**src/rtl/weight_stream_ctrl_if.sv**
```systemverilog
// Beat stream from weight_stream_ctrl to the PE array: one word pair per transfer.
// Signals: out_valid/out_ready handshake, out_data_a (word base+2k), out_data_b (word base+2k+1),
//          out_b_valid (out_data_b is a real word), out_last (final beat of the run).
// Modports: master = weight fetch engine, slave = PE side (owns out_ready).
interface weight_stream_ctrl_if #(
  parameter int WORD_W = 72
);
  logic              out_valid;
  logic              out_ready;
  logic [WORD_W-1:0] out_data_a;
  logic [WORD_W-1:0] out_data_b;
  logic              out_b_valid;
  logic              out_last;

  modport master (
    output out_valid,
    output out_data_a,
    output out_data_b,
    output out_b_valid,
    output out_last,
    input  out_ready
  );

  modport slave (
    input  out_valid,
    input  out_data_a,
    input  out_data_b,
    input  out_b_valid,
    input  out_last,
    output out_ready
  );
endinterface

```
**src/rtl/weight_stream_ctrl.sv**
```systemverilog
// Weight fetch engine: streams a programmed run of ROM words, two per cycle, to the PE array.
// Latency: start sampled at edge 0 -> first ROM address in cycle 1 -> first out_valid in cycle ROM_LAT+2.
// Backpressure: credit-limited; a read is issued only when FIFO occupancy + reads in flight < FIFO_DEPTH.
//
// Ports:
//   clk, rst                   clock, asynchronous active-high reset
//   start/base_addr/num_words  run request, sampled only in IDLE
//   busy, done                 run in progress, one-cycle end-of-run pulse
//   rom_addr_a/b, rom_dout_a/b dual-port ROM (even words on A, odd words on B)
//   out_bus                    valid/ready beat stream to the PEs (master side)
module weight_stream_ctrl #(
  parameter int ADDR_W     = 14,
  parameter int WORD_W     = 72,
  parameter int ROM_LAT    = 1,
  parameter int FIFO_DEPTH = 4
) (
  input  logic                 clk,
  input  logic                 rst,
  input  logic                 start,
  input  logic [ADDR_W-1:0]    base_addr,
  input  logic [ADDR_W:0]      num_words,
  output logic                 busy,
  output logic                 done,
  output logic [ADDR_W-1:0]    rom_addr_a,
  output logic [ADDR_W-1:0]    rom_addr_b,
  input  logic [WORD_W-1:0]    rom_dout_a,
  input  logic [WORD_W-1:0]    rom_dout_b,
  weight_stream_ctrl_if.master out_bus
);

  localparam int BW = ADDR_W + 1;                // beat / word counter width
  localparam int CW = $clog2(FIFO_DEPTH + 1);    // credit counter width, must hold FIFO_DEPTH
  localparam int PW = $clog2(FIFO_DEPTH);        // FIFO index width
  localparam logic [CW-1:0] DEPTH_C = CW'(FIFO_DEPTH);

  typedef enum logic [1:0] {
    IDLE,
    FETCH,
    DRAIN
  } state_t;

  // Tag travelling alongside each issued read until its ROM data appears.
  typedef struct packed {
    logic vld;
    logic b_vld;
    logic last;
  } tag_t;

  // One FIFO entry: the word pair plus its framing bits.
  typedef struct packed {
    logic [WORD_W-1:0] dat_a;
    logic [WORD_W-1:0] dat_b;
    logic              b_vld;
    logic              last;
  } beat_t;

  // ---------------------------------------------------------------------------
  // State
  // ---------------------------------------------------------------------------
  state_t            state_q, state_d;
  logic              load;

  logic [ADDR_W-1:0] addr_nxt_q;     // port A address of the next beat to issue
  logic [BW-1:0]     beats_left_q;   // beats still to issue in this run
  logic              odd_q;          // run has an odd word count
  logic [CW-1:0]     used_q;         // FIFO occupancy + reads in flight

  tag_t              iss_tag_q;      // tag aligned with the registered ROM address
  tag_t              pipe_q [ROM_LAT];

  // Zero-length run: done two edges after start, matching the normal start-to-action delay.
  logic              zero_pend_q;
  logic              zero_done_q;

  // Output FIFO
  beat_t             mem_q [FIFO_DEPTH];
  logic [PW:0]       wr_ptr_q, rd_ptr_q;
  logic              fifo_empty;
  beat_t             head;
  beat_t             push_beat;
  logic              push;

  logic              pop;
  logic              issue;
  logic              last_beat;
  logic              drain_done;
  logic [BW-1:0]     beats_init;

  // ---------------------------------------------------------------------------
  // Control terms
  // ---------------------------------------------------------------------------
  assign pop        = out_bus.out_valid & out_bus.out_ready;
  assign last_beat  = (beats_left_q == BW'(1));
  // A slot freed by a same-cycle handshake may be reused by this issue.
  assign issue      = (state_q == FETCH) && ((used_q < DEPTH_C) || pop);
  // used_q == 0 means nothing in flight and the FIFO is empty, so out_valid is already low.
  assign drain_done = (state_q == DRAIN) && (used_q == '0);
  assign beats_init = (num_words >> 1) + BW'(num_words[0]);

  // ---------------------------------------------------------------------------
  // FSM
  // ---------------------------------------------------------------------------
  always_ff @(posedge clk or posedge rst) begin
    if (rst) begin
      state_q <= IDLE;
    end else begin
      state_q <= state_d;
    end
  end

  always_comb begin
    state_d = state_q;
    load    = 1'b0;
    case (state_q)
      IDLE: begin
        if (start && (num_words != '0)) begin
          state_d = FETCH;
          load    = 1'b1;
        end
      end
      FETCH: begin
        if (issue && last_beat) begin
          state_d = DRAIN;
        end
      end
      DRAIN: begin
        if (drain_done) begin
          state_d = IDLE;
        end
      end
      default: begin
        state_d = IDLE;
      end
    endcase
  end

  assign busy = (state_q != IDLE) && !drain_done;
  assign done = zero_done_q | drain_done;

  // ---------------------------------------------------------------------------
  // Address generation and run bookkeeping
  // ---------------------------------------------------------------------------
  always_ff @(posedge clk or posedge rst) begin
    if (rst) begin
      addr_nxt_q   <= '0;
      beats_left_q <= '0;
      odd_q        <= 1'b0;
      rom_addr_a   <= '0;
      rom_addr_b   <= '0;
      zero_pend_q  <= 1'b0;
      zero_done_q  <= 1'b0;
    end else begin
      zero_pend_q <= (state_q == IDLE) && start && (num_words == '0);
      zero_done_q <= zero_pend_q;
      if (load) begin
        addr_nxt_q   <= base_addr;
        beats_left_q <= beats_init;
        odd_q        <= num_words[0];
      end else if (issue) begin
        // Addresses wrap modulo 2^ADDR_W through natural overflow.
        rom_addr_a   <= addr_nxt_q;
        rom_addr_b   <= addr_nxt_q + ADDR_W'(1);
        addr_nxt_q   <= addr_nxt_q + ADDR_W'(2);
        beats_left_q <= beats_left_q - BW'(1);
      end
    end
  end

  // ---------------------------------------------------------------------------
  // Read tag pipeline: iss_tag_q sits with the address register, pipe_q then
  // delays it ROM_LAT cycles so the last stage lines up with rom_dout.
  // ---------------------------------------------------------------------------
  always_ff @(posedge clk or posedge rst) begin
    if (rst) begin
      iss_tag_q <= '0;
      for (int i = 0; i < ROM_LAT; i++) begin
        pipe_q[i] <= '0;
      end
    end else begin
      iss_tag_q.vld   <= issue;
      iss_tag_q.b_vld <= !(last_beat && odd_q);
      iss_tag_q.last  <= last_beat;
      pipe_q[0]       <= iss_tag_q;
      for (int i = 1; i < ROM_LAT; i++) begin
        pipe_q[i] <= pipe_q[i-1];
      end
    end
  end

  // ---------------------------------------------------------------------------
  // Credit counter
  // ---------------------------------------------------------------------------
  always_ff @(posedge clk or posedge rst) begin
    if (rst) begin
      used_q <= '0;
    end else begin
      case ({issue, pop})
        2'b10:   used_q <= used_q + CW'(1);
        2'b01:   used_q <= used_q - CW'(1);
        default: used_q <= used_q;
      endcase
    end
  end

  // ---------------------------------------------------------------------------
  // Output FIFO. Credit guarantees push never hits a full FIFO. Entries are
  // not reset; clearing the pointers empties it.
  // ---------------------------------------------------------------------------
  assign push            = pipe_q[ROM_LAT-1].vld;
  assign push_beat.dat_a = rom_dout_a;
  assign push_beat.dat_b = rom_dout_b;
  assign push_beat.b_vld = pipe_q[ROM_LAT-1].b_vld;
  assign push_beat.last  = pipe_q[ROM_LAT-1].last;

  always_ff @(posedge clk or posedge rst) begin
    if (rst) begin
      wr_ptr_q <= '0;
      rd_ptr_q <= '0;
    end else begin
      if (push) begin
        wr_ptr_q <= wr_ptr_q + (PW+1)'(1);
      end
      if (pop) begin
        rd_ptr_q <= rd_ptr_q + (PW+1)'(1);
      end
    end
  end

  always_ff @(posedge clk) begin
    if (push) begin
      mem_q[wr_ptr_q[PW-1:0]] <= push_beat;
    end
  end

  assign fifo_empty = (wr_ptr_q == rd_ptr_q);
  assign head       = mem_q[rd_ptr_q[PW-1:0]];

  // Head entry only moves on a pop, so the beat is stable while stalled.
  assign out_bus.out_valid   = !fifo_empty;
  assign out_bus.out_data_a  = head.dat_a;
  assign out_bus.out_data_b  = head.dat_b;
  assign out_bus.out_b_valid = !fifo_empty && head.b_vld;
  assign out_bus.out_last    = !fifo_empty && head.last;

endmodule

```
**src/flat_wrapper.sv**
```systemverilog
// flat-port wrapper written by rule: the top's interface ports become plain ports
module weight_stream_ctrl_flat 
#(
  parameter int ADDR_W     = 14,
  parameter int WORD_W     = 72,
  parameter int ROM_LAT    = 1,
  parameter int FIFO_DEPTH = 4
)
  (clk, rst, start, base_addr, num_words, busy, done, rom_addr_a, rom_addr_b, rom_dout_a, rom_dout_b, out_bus_out_valid, out_bus_out_data_a, out_bus_out_data_b, out_bus_out_b_valid, out_bus_out_last, out_bus_out_ready);
  weight_stream_ctrl_if #(.WORD_W(WORD_W)) out_bus_i ();
  input  logic clk;
  input  logic rst;
  input  logic start;
  input  logic [ADDR_W-1:0] base_addr;
  input  logic [ADDR_W:0] num_words;
  output logic busy;
  output logic done;
  output logic [ADDR_W-1:0] rom_addr_a;
  output logic [ADDR_W-1:0] rom_addr_b;
  input  logic [WORD_W-1:0] rom_dout_a;
  input  logic [WORD_W-1:0] rom_dout_b;
  output wire logic [$bits(out_bus_i.out_valid)-1:0] out_bus_out_valid;
  output wire logic [$bits(out_bus_i.out_data_a)-1:0] out_bus_out_data_a;
  output wire logic [$bits(out_bus_i.out_data_b)-1:0] out_bus_out_data_b;
  output wire logic [$bits(out_bus_i.out_b_valid)-1:0] out_bus_out_b_valid;
  output wire logic [$bits(out_bus_i.out_last)-1:0] out_bus_out_last;
  input wire logic [$bits(out_bus_i.out_ready)-1:0] out_bus_out_ready;
  assign out_bus_out_valid = out_bus_i.out_valid;
  assign out_bus_out_data_a = out_bus_i.out_data_a;
  assign out_bus_out_data_b = out_bus_i.out_data_b;
  assign out_bus_out_b_valid = out_bus_i.out_b_valid;
  assign out_bus_out_last = out_bus_i.out_last;
  assign out_bus_i.out_ready = out_bus_out_ready;
  weight_stream_ctrl #(.ADDR_W(ADDR_W), .WORD_W(WORD_W), .ROM_LAT(ROM_LAT), .FIFO_DEPTH(FIFO_DEPTH)) u_core (.clk(clk), .rst(rst), .start(start), .base_addr(base_addr), .num_words(num_words), .busy(busy), .done(done), .rom_addr_a(rom_addr_a), .rom_addr_b(rom_addr_b), .rom_dout_a(rom_dout_a), .rom_dout_b(rom_dout_b), .out_bus(out_bus_i));
endmodule
```
**config.mk**
```make
export PLATFORM = sky130hd
export DESIGN_NAME = weight_stream_ctrl_flat
export DESIGN_NICKNAME = d
export VERILOG_FILES = /design/src/rtl/weight_stream_ctrl_if.sv /design/src/rtl/weight_stream_ctrl.sv /design/src/flat_wrapper.sv
export SDC_FILE = /design/constraint.sdc
export NUM_CORES = 1
export LEC_CHECK = 0
export ABC_AREA = 0
export CAP_MARGIN = 20
export CORE_ASPECT_RATIO = 1.2
export CORE_UTILIZATION = 49
export DETAILED_ROUTE_END_ITERATION = 10
export PLACE_DENSITY = 0.76
export SETUP_SLACK_MARGIN = 0.5
export SLEW_MARGIN = 10
export SYNTH_ARGS = -nofsm -noshare
export SYNTH_HDL_FRONTEND = slang
export SYNTH_SLANG_ARGS = --single-unit
```
**constraint.sdc**
```tcl
create_clock -name clk -period 4.2 [get_ports clk]
set_input_delay 0.42 -clock clk [delete_from_list [all_inputs] [get_ports clk]]
set_output_delay 0.42 -clock clk [all_outputs]
set_load 0.02 [all_outputs]
```
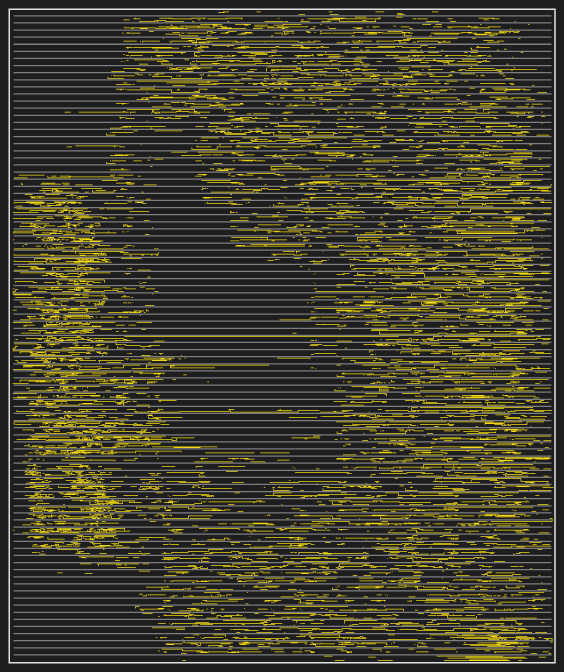
**Above:** signal wires on met1.
Supply wires on this layer in grey.
longest straight run: 105 um
share of all routed wire: 40%
wire length on this layer: 20.4 mm
nets with wire on the layer: 1647
main direction: horizontal
drt total wl: 51400 um
DR vias: 12700

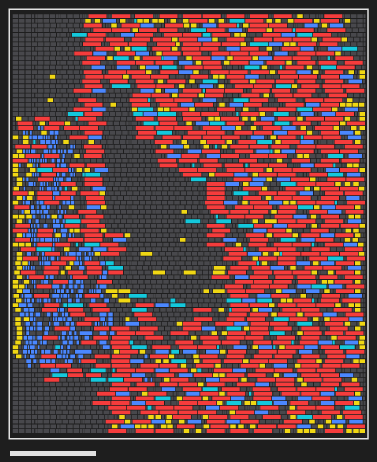
**Above:** placed cells, one colour a class.
Scale bar: 50 um. Fill, decap, tap and diode cells in grey.
legend:
  yellow:
    class: remaining buffers and delay cells
    cells: 368
    share_of_their_area: 12%
  blue:
    class: remaining logic cells
    cells: 484
    share_of_their_area: 18%
  cyan:
    class: clock drivers and dummy loads
    cells: 111
    share_of_their_area: 6.3%
  red:
    class: registers
    cells: 661
    share_of_their_area: 64%
sequential cell area share: 0.621
Design Area, Final: 31400 sq um

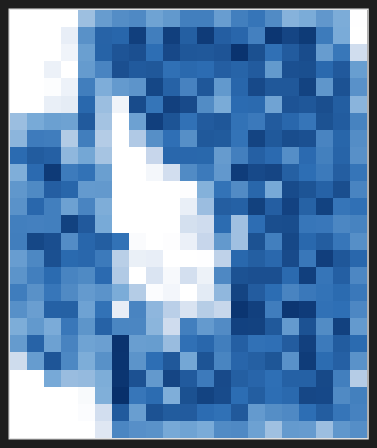
**Above:** local utilization.
The die is cut into 21 by 25 equal tiles; white is low, dark blue is high, 0 to 100% covered.
fullest tile: 100%
mean over tiles: 59%
emptiest ninth of the die: middle

==> out/results.txt <==
status: complete, no violations
most frequently placed logic cell in the final layout: edfxtp_1
Peak VDD IR: 0.689 mV
P per Cell Area: 789 nW/um^2
crit path launch: u_core.rd_ptr_q[0]
switching power total: 8.09 mW
EDFF count, synth: 584
buffers outside the clock class: 368
fraction of area in non-clock buffers: 0.120
Synth Net Count: 1390
Fin. Hold Viols: 0
logic area: 5300 sq um
comb area leader: multiplexers
first-pass GRT wire length: 78200 um
Layout Utilization: 0.622
GR Util met3: 0.0488
met1 Use GR: 0.257
cell count after synthesis: 1199
TritonCTS Buffers: 60
Synth Cell Area: 25100 sq um
sequential share of power: 0.407
Inverters: 22
I/O pins: 354
Final GP Congestion: 0.841
largest net degree at the start of global routing: 149
cell taking the most area after synthesis: edfxtp_1
Die W: 208 um
ys async rst share: 0.116
Syn-to-layout area delta: 25.1%
GRT Total Usage: 0.198
class of the worst hold path: in2async
Reg2Reg Depth: 9
antenna cells: 4
Slew Viols, Final: 0
crit path max fanout: 82
Logic power comb: 9.40 mW
P_clk: 5.26 mW
crit path DRT: 3780 ps
setup slack, reg-to-reg: 1360 ps
Worst slew margin: 0.329
GRT Residual Overflow: 0
FP Rows: 90
Worst Setup Start Kind: register
most frequent cells in the layout: 584 x edfxtp_1, 353 x clkdlybuf4s50_1, 146 x mux4_2, 83 x nand2_1, 75 x dfrtp_1
grt met2 use: 0.331
Post-DP HPWL: 31800 um
simple share: 0.0353
logic share of the area: 0.169
Compound-Gate Fraction of Synth Area: 0.0247
max_cap viols: 0
[critical path, stage by stage (launching register included)]
cell and delay, ps:
dfrtp_4 460, buf_12 480, mux4_2 600, clkdlybuf4s50_1 610
[cells by family after synthesis]
family | after synthesis
flip-flops | 661
multiplexers | 148
AND-OR/OR-AND | 87
AND/OR/NAND/NOR | 179
buffers and inverters | 76
XOR/XNOR | 34
adder cells (fa/ha/maj) | 14
[through the flow]
step	hold WS (ps)	cells	setup WS [ps]	total power, mW	cell area [sq um]
3_3_place_gp	333	2157	1230	19.6	29400
2_1_floorplan	331	1199	1320	15.7	25100
4_1_cts	307	2268	741	25.1	31300
5_1_grt	356	2272	703	25.8	31400
3_5_place_dp	337	2157	1140	19.8	29400
6_report	317	2272	874	24.8	31400
Power figures rest on the tool's default switching activity, not on a simulated workload.
